--- config.mk ---
export PLATFORM = sky130hd
export DESIGN_NAME = tamagotchi_button_frontend
export DESIGN_NICKNAME = d
export VERILOG_FILES = /design/src/rtl/tamagotchi_button_frontend.sv
export SDC_FILE = /design/constraint.sdc
export NUM_CORES = 1
export LEC_CHECK = 0
export CAP_MARGIN = 5
export CELL_PAD_IN_SITES_DETAIL_PLACEMENT = 0
export CELL_PAD_IN_SITES_GLOBAL_PLACEMENT = 1
export CORE_AREA = 4 4 106 129
export DETAILED_ROUTE_END_ITERATION = 7
export DIE_AREA = 0 0 110 133
export GPL_ROUTABILITY_DRIVEN = 1
export GPL_TIMING_DRIVEN = 1
export PLACE_DENSITY_LB_ADDON = 0.08
export SLEW_MARGIN = 5
export SYNTH_ARGS = -nofsm -noshare
export SYNTH_HDL_FRONTEND = slang
export SYNTH_SLANG_ARGS = --single-unit
--- constraint.sdc ---
create_clock -name clk -period 7.9 [get_ports clk]
set_clock_uncertainty 0.05 [all_clocks]
set_input_delay 0.79 -clock clk [delete_from_list [all_inputs] [get_ports clk]]
set_output_delay 0.79 -clock clk [all_outputs]
set_load 0.005 [all_outputs]
--- src/rtl/tamagotchi_button_frontend.sv ---
// Button front end: syncs and debounces three active-low buttons into one-clk commands.
// Latency: DEBOUNCE_CYC+2 clk from the first captured raw low to the registered pulse.
// No backpressure: pulses are fire-and-forget; sleep/awake pass through a lockout window.
module tamagotchi_button_frontend #(
  parameter int DEBOUNCE_CYC = 50000,
  parameter int REPEAT_CYC   = 25000000,
  parameter int LOCKOUT_CYC  = 5000000
) (
  input  logic       clk,
  input  logic       rst,
  input  logic       btn_sleep_n,
  input  logic       btn_awake_n,
  input  logic       btn_feed_n,
  output logic       sleep_pulse,
  output logic       awake_pulse,
  output logic       feed_pulse,
  output logic [2:0] btn_level,
  output logic       conflict
);

  localparam int CW  = $clog2(DEBOUNCE_CYC + 1);
  localparam int RCW = (REPEAT_CYC > 1) ? $clog2(REPEAT_CYC) : 1;
  localparam int LW  = $clog2(LOCKOUT_CYC + 1);

  // Channel index: 0 = sleep, 1 = awake, 2 = feed.
  typedef enum logic [1:0] {
    RELEASED,
    PRESS_WAIT,
    PRESSED,
    RELEASE_WAIT
  } state_t;

  logic [2:0]    raw;
  logic [2:0]    sync1;
  logic [2:0]    sync2;
  logic [2:0]    sync;
  state_t        state     [3];
  state_t        state_nxt [3];
  logic [CW-1:0] cnt       [3];
  logic [CW-1:0] cnt_nxt   [3];
  logic [2:0]    press_cand;
  logic [2:0]    level_nxt;
  logic [RCW-1:0] rcnt;
  logic [RCW-1:0] rcnt_nxt;
  logic          rep_cand;
  logic [LW-1:0] lock_cnt;
  logic [LW-1:0] lock_nxt;
  logic          lock_active;
  logic          sleep_nxt;
  logic          awake_nxt;
  logic          feed_nxt;
  logic          conflict_nxt;

  assign raw  = {btn_feed_n, btn_awake_n, btn_sleep_n};
  assign sync = ~sync2;

  // Two-flop synchronizer, preset to released so reset never looks like a press.
  always_ff @(posedge clk or posedge rst) begin
    if (rst) begin
      sync1 <= 3'b111;
      sync2 <= 3'b111;
    end else begin
      sync1 <= raw;
      sync2 <= sync1;
    end
  end

  // Debounce FSM state and stability counters for all three channels.
  always_ff @(posedge clk or posedge rst) begin
    if (rst) begin
      for (int i = 0; i < 3; i++) begin
        state[i] <= RELEASED;
        cnt[i]   <= '0;
      end
    end else begin
      for (int i = 0; i < 3; i++) begin
        state[i] <= state_nxt[i];
        cnt[i]   <= cnt_nxt[i];
      end
    end
  end

  // Debounce next-state: a level must hold DEBOUNCE_CYC+1 samples to be accepted.
  always_comb begin
    for (int i = 0; i < 3; i++) begin
      state_nxt[i]  = state[i];
      cnt_nxt[i]    = cnt[i];
      press_cand[i] = 1'b0;
      case (state[i])
        RELEASED: begin
          if (sync[i]) begin
            state_nxt[i] = PRESS_WAIT;
            cnt_nxt[i]   = '0;
          end
        end
        PRESS_WAIT: begin
          if (!sync[i]) begin
            state_nxt[i] = RELEASED;
          end else if (cnt[i] == CW'(DEBOUNCE_CYC - 1)) begin
            state_nxt[i]  = PRESSED;
            press_cand[i] = 1'b1;
          end else begin
            cnt_nxt[i] = cnt[i] + CW'(1);
          end
        end
        PRESSED: begin
          if (!sync[i]) begin
            state_nxt[i] = RELEASE_WAIT;
            cnt_nxt[i]   = '0;
          end
        end
        RELEASE_WAIT: begin
          if (sync[i]) begin
            state_nxt[i] = PRESSED;
          end else if (cnt[i] == CW'(DEBOUNCE_CYC - 1)) begin
            state_nxt[i] = RELEASED;
          end else begin
            cnt_nxt[i] = cnt[i] + CW'(1);
          end
        end
        default: state_nxt[i] = RELEASED;
      endcase
      level_nxt[i] = (state_nxt[i] == PRESSED) || (state_nxt[i] == RELEASE_WAIT);
    end
  end

  // Feed auto-repeat: count held cycles, restart the phase whenever PRESSED is (re)entered.
  always_comb begin
    rcnt_nxt = rcnt;
    rep_cand = 1'b0;
    if ((state[2] == PRESSED) || (state[2] == RELEASE_WAIT)) begin
      if (rcnt == RCW'(REPEAT_CYC - 1)) begin
        rep_cand = 1'b1;
        rcnt_nxt = '0;
      end else begin
        rcnt_nxt = rcnt + RCW'(1);
      end
    end
    if ((state_nxt[2] == PRESSED) && (state[2] != PRESSED)) begin
      rcnt_nxt = '0;
    end
  end

  assign lock_active = (lock_cnt != '0);

  // Arbitration: feed always passes; sleep/awake collide or are rate-limited by lockout.
  always_comb begin
    sleep_nxt    = 1'b0;
    awake_nxt    = 1'b0;
    conflict_nxt = 1'b0;
    feed_nxt     = press_cand[2] | rep_cand;
    lock_nxt     = lock_active ? (lock_cnt - LW'(1)) : '0;
    if (press_cand[0] && press_cand[1]) begin
      conflict_nxt = 1'b1;
    end else if ((press_cand[0] || press_cand[1]) && !lock_active) begin
      sleep_nxt = press_cand[0];
      awake_nxt = press_cand[1];
      lock_nxt  = LW'(LOCKOUT_CYC - 1);
    end
  end

  // Register every output so nothing combinational reaches the pet state machine.
  always_ff @(posedge clk or posedge rst) begin
    if (rst) begin
      rcnt        <= '0;
      lock_cnt    <= '0;
      sleep_pulse <= 1'b0;
      awake_pulse <= 1'b0;
      feed_pulse  <= 1'b0;
      conflict    <= 1'b0;
      btn_level   <= 3'b000;
    end else begin
      rcnt        <= rcnt_nxt;
      lock_cnt    <= lock_nxt;
      sleep_pulse <= sleep_nxt;
      awake_pulse <= awake_nxt;
      feed_pulse  <= feed_nxt;
      conflict    <= conflict_nxt;
      btn_level   <= level_nxt;
    end
  end

endmodule

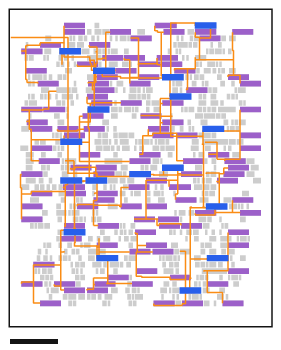
(clock wires, drivers and flops)
The bar under the picture is 20 um long.
- blue: cells driving clock nets (count 17)
- orange: clock wires (length 1630 um)
- purple: flip-flops (count 113)
- routed clock nets: 18
- flops lie: spread over the die
clock power share: 53.0%
Latency at later pin: 0.42 ns
Clock Power: 0.749 mW

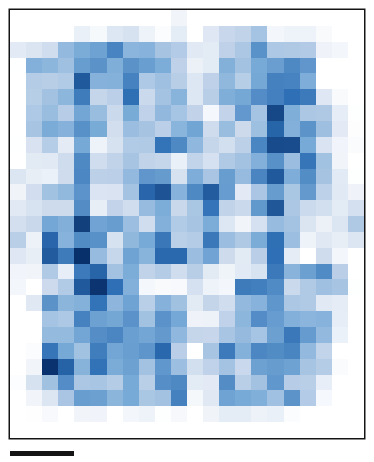
(wire density map)
The bar under the picture is 20 um long. The die is cut into 22 by 27 equal tiles; white is low, dark blue is high, scaled to the fullest tile. Values are wire area over tile area, all layers added.
- nearly empty tiles: 18%
- fullest tile: 0.44
- mean over tiles: 0.14
- tiles over half the peak: 24%

==> results.yml <==
# generated from flow reports
pwr:
  power.switching_mw: 0.306
  powerSeq_mw: 0.618
  leakagePower_nw: 2.91
layout:
  dominant_cells: "multi-input combinational cells"
  largest_reg_flops: 48
  layout_top_cells: "dfrtp_1, nand2_1, nor2_1"
  logic_gates: 492
  post-route-util_pct: 55.2
  ff_count: 113
  drive_gt1_share_pct: 9.01
routing:
  wl_met1_um: 5960
  wl_met2_um: 6340
  vias: 4888
  drc: 0
global_routing:
  grt_pass1_vias: 4763
  grt-ovfl-total: 0
setup_path:
  cpMaxStageDelayCell: "nor3b_1"
  setup.reg_to_reg.worst_slack_ns: 4.67
  max_stage_delay_ns: 1.04
  endpoint: "lock_cnt[9]$_DFF_PP0_"
  regToRegEndpoint: "lock_cnt[9]$_DFF_PP0_"
yosys:
  top_cell: "dfrtp_1"
  synthesis.nets: 662
  avgSynthCellArea_um2: 9.39
  ys_ff: 113
cts:
  cts_sinks: 113
  post_cts_resized: 0
  cts_buffers: 17
  holdBufCountCts: 0
run:
  warnings: 27
final_timing:
  setup_slack_ns: 4.67
  slew_headroom_pct: 14.1
  rsz0062_at_grt: "false"
  setup_tns_ns: 0
placement:
  place_area_um2: 6290
  dp_cells: 798
die:
  core_area_um2: 12400
  initial_core_util_pct: 49.1
hold_path:
  hold_path.class: "register to register"
run_status:
  status: "finished, final reports clean"
No activity file was given, so power comes from the tool's default toggle rates.
